===== config.mk =====
export PLATFORM = sky130hd
export DESIGN_NAME = uart_rx_engine
export DESIGN_NICKNAME = d
export VERILOG_FILES = /design/src/rtl/uart_pkg.sv /design/src/rtl/bit_timer.sv /design/src/rtl/uart_rx_engine.sv
export SDC_FILE = /design/constraint.sdc
export NUM_CORES = 1
export LEC_CHECK = 0
export CAP_MARGIN = 20
export CORE_ASPECT_RATIO = 1.5
export CORE_UTILIZATION = 35
export DETAILED_ROUTE_END_ITERATION = 8
export PLACE_DENSITY = 0.61
export SLEW_MARGIN = 20
export SYNTH_ARGS = -nofsm -noshare
export SYNTH_HDL_FRONTEND = slang
export SYNTH_SLANG_ARGS = --single-unit

===== constraint.sdc =====
create_clock -name clk -period 4.9 [get_ports clk]
set_input_delay 0.49 -clock clk [delete_from_list [all_inputs] [get_ports clk]]
set_output_delay 0.49 -clock clk [all_outputs]
set_load 0.03 [all_outputs]

===== src/rtl/uart_pkg.sv =====
// ------------------------------------------------------------------
// uart_pkg: shared UART definitions (state encoding, frame sizing).
// Rev 1.0
// ------------------------------------------------------------------
`default_nettype none

package uart_pkg;

  typedef enum logic [1:0] {
    ST_IDLE  = 2'd0,
    ST_START = 2'd1,
    ST_DATA  = 2'd2,
    ST_DONE  = 2'd3
  } rx_state_e;

  localparam int SR_W     = 10;
  localparam int STOP_IDX = SR_W - 1;
  localparam int BITS_MIN = 8;
  localparam int BITS_MAX = 10;
  localparam int CNT_W    = $clog2(BITS_MAX + 1);

  // Shifts per frame after the start bit: 7 data + optional 8th + optional parity + stop.
  function automatic logic [CNT_W-1:0] frame_bits(input logic eight, input logic pen);
    logic [CNT_W-1:0] n;
    n = CNT_W'(BITS_MIN);
    if (eight) n = n + CNT_W'(1);
    if (pen)   n = n + CNT_W'(1);
    return n;
  endfunction

endpackage

`default_nettype wire


===== src/rtl/bit_timer.sv =====
// ------------------------------------------------------------------
// bit_timer: loadable down-counter that holds at zero; expired = count is 0.
// Rev 1.0
// ------------------------------------------------------------------
`default_nettype none

module bit_timer #(
  parameter int BAUD_W = 19
) (
  input  logic              clk,
  input  logic              reset,
  input  logic              load,
  input  logic [BAUD_W-1:0] load_val,
  output logic              expired
);

  logic [BAUD_W-1:0] cnt_q;
  logic [BAUD_W-1:0] cnt_d;

  always_comb begin
    cnt_d = cnt_q;
    if (load) begin
      cnt_d = load_val;
    end else if (cnt_q != '0) begin
      cnt_d = cnt_q - BAUD_W'(1);
    end
  end

  always_ff @(posedge clk or posedge reset) begin
    if (reset) begin
      cnt_q <= '0;
    end else begin
      cnt_q <= cnt_d;
    end
  end

  assign expired = (cnt_q == '0);

endmodule

`default_nettype wire


===== src/rtl/uart_rx_engine.sv =====
// ------------------------------------------------------------------
// uart_rx_engine: UART receive controller driving an external 10-bit SIPO.
// Parity support compiled in with `UART_RX_PARITY_EN. Rev 1.0
// ------------------------------------------------------------------
`default_nettype none

module uart_rx_engine
  import uart_pkg::*;
#(
  parameter int BAUD_W = 19
) (
  input  logic              clk,
  input  logic              reset,
  input  logic              rx,
  input  logic [BAUD_W-1:0] baud_k,
  input  logic              eight,
  input  logic              pen,
  input  logic              ohel,
  input  logic [SR_W-1:0]   sr_data,
  input  logic              rd_clr,
  output logic              shift,
  output logic              sdi,
  output logic [7:0]        rx_data,
  output logic              rxrdy,
  output logic              perr,
  output logic              ferr,
  output logic              ovf
);

  logic             sync1_q, sync1_d;
  logic             rx_s_q, rx_s_d;
  rx_state_e        state_q, state_d;
  logic [CNT_W-1:0] bit_cnt_q, bit_cnt_d;
  logic             eight_q, eight_d;
  logic [7:0]       rx_data_q, rx_data_d;
  logic             rxrdy_q, rxrdy_d;
  logic             perr_q, perr_d;
  logic             ferr_q, ferr_d;
  logic             ovf_q, ovf_d;

  logic              tmr_load;
  logic [BAUD_W-1:0] tmr_val;
  logic              tmr_exp;
  logic              cfg_load;
  logic              frame_pen;
  logic [7:0]        frame_data;
  logic              par_err;
  logic [CNT_W-1:0]  n_bits;
  logic [CNT_W-1:0]  bit_cnt_inc;

  bit_timer #(.BAUD_W(BAUD_W)) u_timer (
    .clk      (clk),
    .reset    (reset),
    .load     (tmr_load),
    .load_val (tmr_val),
    .expired  (tmr_exp)
  );

  assign sync1_d  = rx;
  assign rx_s_d   = sync1_q;
  assign cfg_load = (state_q == ST_IDLE) && !rx_s_q;
  assign eight_d  = cfg_load ? eight : eight_q;

`ifdef UART_RX_PARITY_EN
  logic pen_q, pen_d;
  logic ohel_q, ohel_d;
  logic par_bit;

  assign pen_d     = cfg_load ? pen  : pen_q;
  assign ohel_d    = cfg_load ? ohel : ohel_q;
  assign frame_pen = pen_q;
  assign par_bit   = sr_data[8];

  always_ff @(posedge clk or posedge reset) begin
    if (reset) begin
      pen_q  <= 1'b0;
      ohel_q <= 1'b0;
    end else begin
      pen_q  <= pen_d;
      ohel_q <= ohel_d;
    end
  end

  // Right-shifting SIPO: the stop bit lands at the top, data ends up below it.
  always_comb begin
    frame_data = '0;
    case ({eight_q, pen_q})
      2'b11:   frame_data = sr_data[7:0];
      2'b10:   frame_data = sr_data[8:1];
      2'b01:   frame_data = {1'b0, sr_data[7:1]};
      default: frame_data = {1'b0, sr_data[8:2]};
    endcase
  end

  assign par_err = pen_q & (^frame_data ^ par_bit ^ ohel_q);
`else
  logic unused_par_inputs;

  assign frame_pen         = 1'b0;
  assign frame_data        = eight_q ? sr_data[8:1] : {1'b0, sr_data[8:2]};
  assign par_err           = 1'b0;
  assign unused_par_inputs = pen ^ ohel ^ sr_data[0];
`endif

  assign n_bits      = frame_bits(eight_q, frame_pen);
  assign bit_cnt_inc = bit_cnt_q + CNT_W'(1);

  always_comb begin
    state_d   = state_q;
    bit_cnt_d = bit_cnt_q;
    tmr_load  = 1'b0;
    tmr_val   = '0;
    shift     = 1'b0;
    rx_data_d = rx_data_q;
    rxrdy_d   = rxrdy_q;
    perr_d    = perr_q;
    ferr_d    = ferr_q;
    ovf_d     = ovf_q;

    if (rd_clr) begin
      rxrdy_d = 1'b0;
      perr_d  = 1'b0;
      ferr_d  = 1'b0;
      ovf_d   = 1'b0;
    end

    case (state_q)
      ST_IDLE: begin
        if (!rx_s_q) begin
          tmr_load = 1'b1;
          tmr_val  = baud_k >> 1;
          state_d  = ST_START;
        end
      end
      ST_START: begin
        if (tmr_exp) begin
          if (rx_s_q) begin
            state_d = ST_IDLE;
          end else begin
            tmr_load  = 1'b1;
            tmr_val   = baud_k - BAUD_W'(1);
            bit_cnt_d = '0;
            state_d   = ST_DATA;
          end
        end
      end
      ST_DATA: begin
        if (tmr_exp) begin
          shift     = 1'b1;
          bit_cnt_d = bit_cnt_inc;
          tmr_load  = 1'b1;
          tmr_val   = baud_k - BAUD_W'(1);
          if (bit_cnt_inc == n_bits) state_d = ST_DONE;
        end
      end
      ST_DONE: begin
        // A read in this same cycle consumes the old frame, so no overrun.
        rx_data_d = frame_data;
        rxrdy_d   = 1'b1;
        ferr_d    = ~sr_data[STOP_IDX];
        perr_d    = par_err;
        ovf_d     = rd_clr ? 1'b0 : (ovf_q | rxrdy_q);
        state_d   = ST_IDLE;
      end
      default: state_d = ST_IDLE;
    endcase
  end

  always_ff @(posedge clk or posedge reset) begin
    if (reset) begin
      sync1_q   <= 1'b1;
      rx_s_q    <= 1'b1;
      state_q   <= ST_IDLE;
      bit_cnt_q <= '0;
      eight_q   <= 1'b0;
      rx_data_q <= '0;
      rxrdy_q   <= 1'b0;
      perr_q    <= 1'b0;
      ferr_q    <= 1'b0;
      ovf_q     <= 1'b0;
    end else begin
      sync1_q   <= sync1_d;
      rx_s_q    <= rx_s_d;
      state_q   <= state_d;
      bit_cnt_q <= bit_cnt_d;
      eight_q   <= eight_d;
      rx_data_q <= rx_data_d;
      rxrdy_q   <= rxrdy_d;
      perr_q    <= perr_d;
      ferr_q    <= ferr_d;
      ovf_q     <= ovf_d;
    end
  end

  assign sdi     = shift & rx_s_q;
  assign rx_data = rx_data_q;
  assign rxrdy   = rxrdy_q;
  assign perr    = perr_q;
  assign ferr    = ferr_q;
  assign ovf     = ovf_q;

endmodule

`default_nettype wire


==> run_1/metal_stack.png <==
The bar under the picture is 20 µm long.
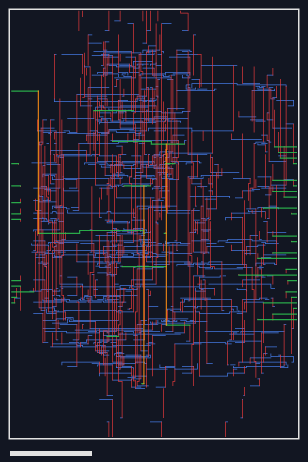
red -> met2  # wire length 3060 µm
orange -> met4  # wire length 127 µm
green -> met3  # wire length 219 µm
blue -> met1  # wire length 2390 µm
Vias: 2107
gr usage total: 16.9%
post-DR wirelength/cell: 15.0 µm

==> run_1/port_nets.png <==
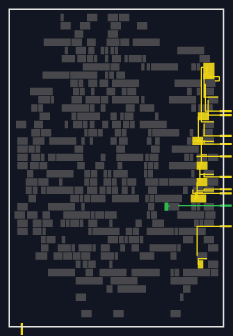
yellow -> `sr_data`  # direction input, end cells 9, buffers 9, wire 194 µm
green -> `shift`  # direction output, end cells 1, buffers 1, wire 14.9 µm

==> run_1/final_clocks.png <==
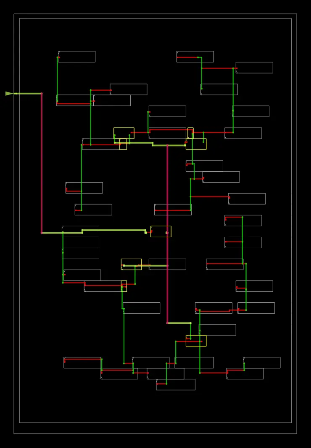
# clk buffers: 7
Clk Latency, worst-skew pair: 0.29 ns

==> run 1: cell usage after synthesis, drive strengths merged, types with 4 or more instances <==
library cell,number,share of area [%]
dfrtp,37,38
nand2,33,5.1
o21ai,28,5.7
nor2,17,2.6
xnor2,14,5.0
xor2,14,5.0
clkbuf,9,1.4
inv,9,1.4
nor4,9,3.8
mux2i,7,2.9
nor3,7,1.8
nand3,6,1.2
a21oi,5,1.0
a221o,5,2.0
or3,5,1.5
or4,5,2.0
buf,4,0.92
nand2b,4,1.0
nand4,4,1.0
==> run 1: power groups by stage <==
stage                     combinational [W]  clock, W  sequential, W
after floorplan                    0.000144         0       0.000424
after global placement             0.000203         0       0.000434
after detailed placement           0.000206         0       0.000439
after CTS                          0.000208  0.000219       0.000433
after global routing               0.000234  0.000234       0.000441
final                              0.000208  0.000211       0.000434
==> run 1: registers in the layout, indices dropped and copies added (netlist names), named ones only <==
register and cells:
rx_s_q 1, rxrdy 1, rx_data 8, ovf 1, u_timer.cnt_q 19, bit_cnt_q 4, eight_q 1, rx_s_d 1
ferr 1, state_q 1
==> run 1: per-stage QoR <==
stage	std cells	cell area, µm²
2_1_floorplan	266	2450
3_3_place_gp	379	2970
3_5_place_dp	379	2970
4_1_cts	387	3050
5_1_grt	387	3050
6_report	387	3050
==> run 1: layer usage <==
layer | wire length, µm | part of all wire [%]
met5 | 0 | 0
met3 | 218 | 3.8
met4 | 127 | 2.2
met1 | 2390 | 41
met2 | 3060 | 53
==> run 1: cells by family (layout without fill, tap and decap cells) <==
kind of cell | count (synthesis) | in the layout | share of synthesized area (%)
AND/OR/NAND/NOR | 101 | 101 | 23.6
AND-OR/OR-AND | 63 | 63 | 17.3
flip-flops | 39 | 39 | 39.9
XOR/XNOR | 28 | 28 | 10.0
buffers and inverters | 22 | 65 | 3.68
multiplexers | 9 | 9 | 3.78
adder cells (fa/ha/maj) | 3 | 3 | 1.53
other | 1 | 1 | 0.153
==> run 1: worst reg2reg max path, stage by stage, from the launching register on <==
cell     delay, ns
dfrtp_1       0.44
inv_1         0.08
ha_1          0.17
nor3b_2       0.49
nand4_1       0.30
o21ai_1       0.87
nor2_1        0.13
a221o_1       0.30
==> run 1: layout by cell type (no fill, tap or decap), types with 7 or more instances in the layout <==
cell type        instances
o21ai_0                 21
xnor2_1                 14
mux2i_1                  7
o21ai_1                  7
xor2_1                  14
clkdlybuf4s50_1         45
inv_1                    9
dfrtp_1                 37
nand2_1                 33
nor2_1                  17
==> run 1: how the worst min path moves through the flow <==
stage	start	cells past startpoint	to	slack, ns
2_1_floorplan	rx_s_d	0	rx_s_q	0.35
3_3_place_gp	rx_s_d	0	rx_s_q	0.35
3_5_place_dp	rx_s_d	0	rx_s_q	0.35
4_1_cts	rx_s_d	0	rx_s_q	0.36
5_1_grt	rx_s_d	0	rx_s_q	0.36
6_report	rx_s_d	0	rx_s_q	0.36
==> run 1: final cells by class <==
cell class / instances / area (µm²)
clock buffer: 7 / 76.3
clock inverter: 1 / 5.00
multi-input combinational: 205 / 1390
fill: 697 / 3750
timing repair buffer: 48 / 473
inverter: 9 / 33.8
sequential: 39 / 978
tap: 78 / 97.6
==> flow_summary.ini, run 1 <==
; yosys + openroad results
[timing]
fin_skew_ns = 0.00435
hold_violations = 0
slew_headroom_pct = 31.3
fin_tns_setup_ns = 0
hold_ws_ns = 0.359
final-setup-viol-count = 0
max_freq_mhz = 286
drv_slew = 0
setup_ws_ns = 1.41
worst_pin_slew_ns = 1.02
finalCriticalPeriod_ns = 3.49

[global_route]
grt_use_met1_pct = 19.2
grt_busiest_layer = met2
grt_pass1_vias = 2105
use_met2_pct = 30.2
grt_start_max_net_pins = 40

[cts]
cts_max_level = 2
cts_hold_buf = 0
clock_path_buffers = 2
clock-root-buffer = clkbuf_8
cts_tree = done

[worst_setup_path]
startpoint = u_timer.cnt_q[0]
r2r_end = u_timer.cnt_q[10]
crit_path_max_fanout = 8
endpoint = shift

[pwr]
p_leak_nw = 1.17
powerDensity_nw_per_um2 = 280
internal-power_w = 0.000581
power_frac_comb_pct = 24.4

[yosys]
syn_avg_cell_area_um2 = 9.21
yosys_most_used_dff = dfrtp_1
synth-seq-cells = 39
synth-edff-count = 0
synth_seq_share_pct = 39.9
syn-instance-count = 266

[run_status]
outcome = completed

[drt]
detail-route-antenna-nets = 0
vias_per_cell = 5.44
wirelength_mm = 5.79
drc = 0

[placed_design]
hpwl_mm = 4.32
dpl_worst_slack_ns = 1.70

[final_layout]
n_antenna_cell = 0
area_growth_syn_to_layout_pct = 24.5
fin_nets = 347

[die]
die_area_um2 = 7350
initCoreUtil_pct = 36.0
==> run_1/registers.png <==
The bar under the picture is 20 µm long.
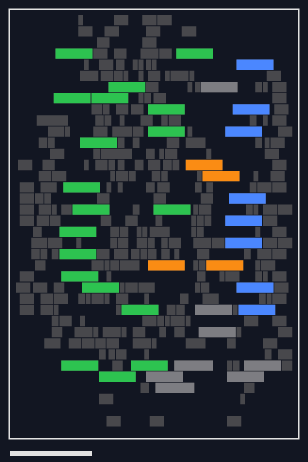

==> run 2, diff against run 1 <==
- PLACE_DENSITY: 0.61 -> 0.63
- clock period: 4.9 -> 3.07 ns (I/O delays scaled with it)
==> run_2/registers.png <==
The bar under the picture is 20 µm long.
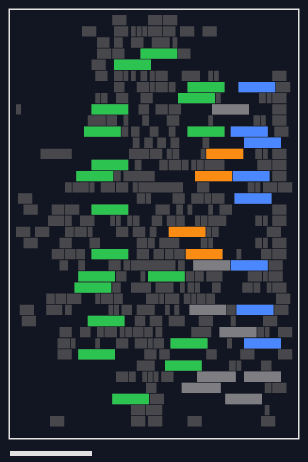
orange -> `bit_cnt_q`  # sequential cells 4
green -> `u_timer.cnt_q`  # sequential cells 19
blue -> `rx_data`  # sequential cells 8
Seq area share: 31.3%
Final Core Density: 46.0%
P_seq: 0.000691 W
FF/Latch Area: 978 µm²

==> run 2 against run 1 <==
  * Sequential power grew 59%
  * Critical path depth fell by 2
  * Combinational power is 57% higher
  * Count of clock-buffer cells in the layout shrank 1
  * Non-clock buffer count increased by 4
  * Largest power group unchanged
==> flow_summary.ini, run 2 <==
; yosys + openroad results
[final_layout]
area_growth_syn_to_layout_pct = 27.6
fin_nets = 351
layout_top_cell = clkdlybuf4s50_1
largest_reg_flops = 19
n_antenna_cell = 0
lay_top_cells = clkdlybuf4s50_1, dfrtp_1, nand2_1
logic_area_um2 = 1390

[yosys]
yosys_most_used_dff = dfrtp_1
syn_avg_cell_area_um2 = 9.21
ys_sh_simple_pct = 23.6
aoi_share_pct = 17.3
ys_sh_adder_pct = 1.53
xor_share_pct = 10.0
largest_area_cell = dfrtp_1
syn-instance-count = 266
synth-edff-count = 0
mux_share_pct = 3.78
synth_top_cell_by_count = dfrtp_1

[cts]
cts_tree = done
clock_path_buffers = 2
cts_max_level = 2

[timing]
max_freq_mhz = 372
drv_slew = 0
finalCriticalPeriod_ns = 2.69
hold_violations = 0
final-setup-viol-count = 0
slew_headroom_pct = 25.5

[drt]
drc = 0
routed-via-count = 2152
wirelength_mm = 5.84
wire_per_inst_um = 14.9
detail-route-antenna-nets = 0

[run_status]
outcome = completed

[die]
initCoreUtil_pct = 36.0
die_area_um2 = 7350

[global_route]
grt_pass1_vias = 2209
[run 2: path summary, 6_finish.rpt]
check                               endpoint               from  slack [ns]  cells after the start
max reg2reg                 u_timer.cnt_q[2]   u_timer.cnt_q[0]        0.70                      8
max                                    shift  u_timer.cnt_q[12]        0.38                      6
min in group clk                      rx_s_q             rx_s_d        0.36                      0
min reg2reg                           rx_s_q             rx_s_d        0.36                      0
max in group asynchronous  u_timer.cnt_q[10]              reset        1.99                      3
min                                     ferr              reset        0.34                      2
[run 2: metal layers]
layer / global-route usage, % / vias up / share of wire [%]
met3: 2.71 / 13 / 3.8
met4: 6.29 / 0 / 2.8
met2: 32.1 / 59 / 54
met5: 0 / - / 0
met1: 19.2 / 1024 / 40
li1: - / 1056 / -
[run 2: stage by stage]
step	setup WS, ns	hold WS [ns]	cell area (µm²)	cells
after floorplan	0.921	0.311	2450	266
after global placement	0.350	0.349	3000	383
after detailed placement	0.330	0.348	3000	383
after CTS	0.356	0.357	3130	391
after global routing	0.142	0.370	3130	391
final	0.382	0.338	3130	391
[run 2: kinds of logic after synthesis]
logic type / after synthesis
simple gates: 101
compound gates: 63
flops: 39
xor+xnor: 28
buf+inv: 22
mux: 9
fa+ha+maj: 3
other cells: 1
[run 2: critical path, cell delays in order, from the launching register on]
cell      delay, ns
dfrtp_1        0.44
nor4_1         0.37
nand2b_1       0.29
nor3_1         0.47
nand2_1        0.24
inv_1          0.10
buf_4          0.16
[run 2: cell type report]
type	count	area share, %
inverter	9	1.08
clock inverter	2	1.92
tap	78	3.12
multi-input combinational	205	44.4
timing repair buffer	52	15.9
clock buffer	6	2.32
sequential	39	31.3
[run 2: power breakdown]
part	switching (W)	internal [W]
combinational	0.000146	0.000181
sequential	0.000101	0.000590
clock	0.000183	0.000325
total	0.000431	0.00110
Power figures rest on the tool's default switching activity, not on a simulated workload.
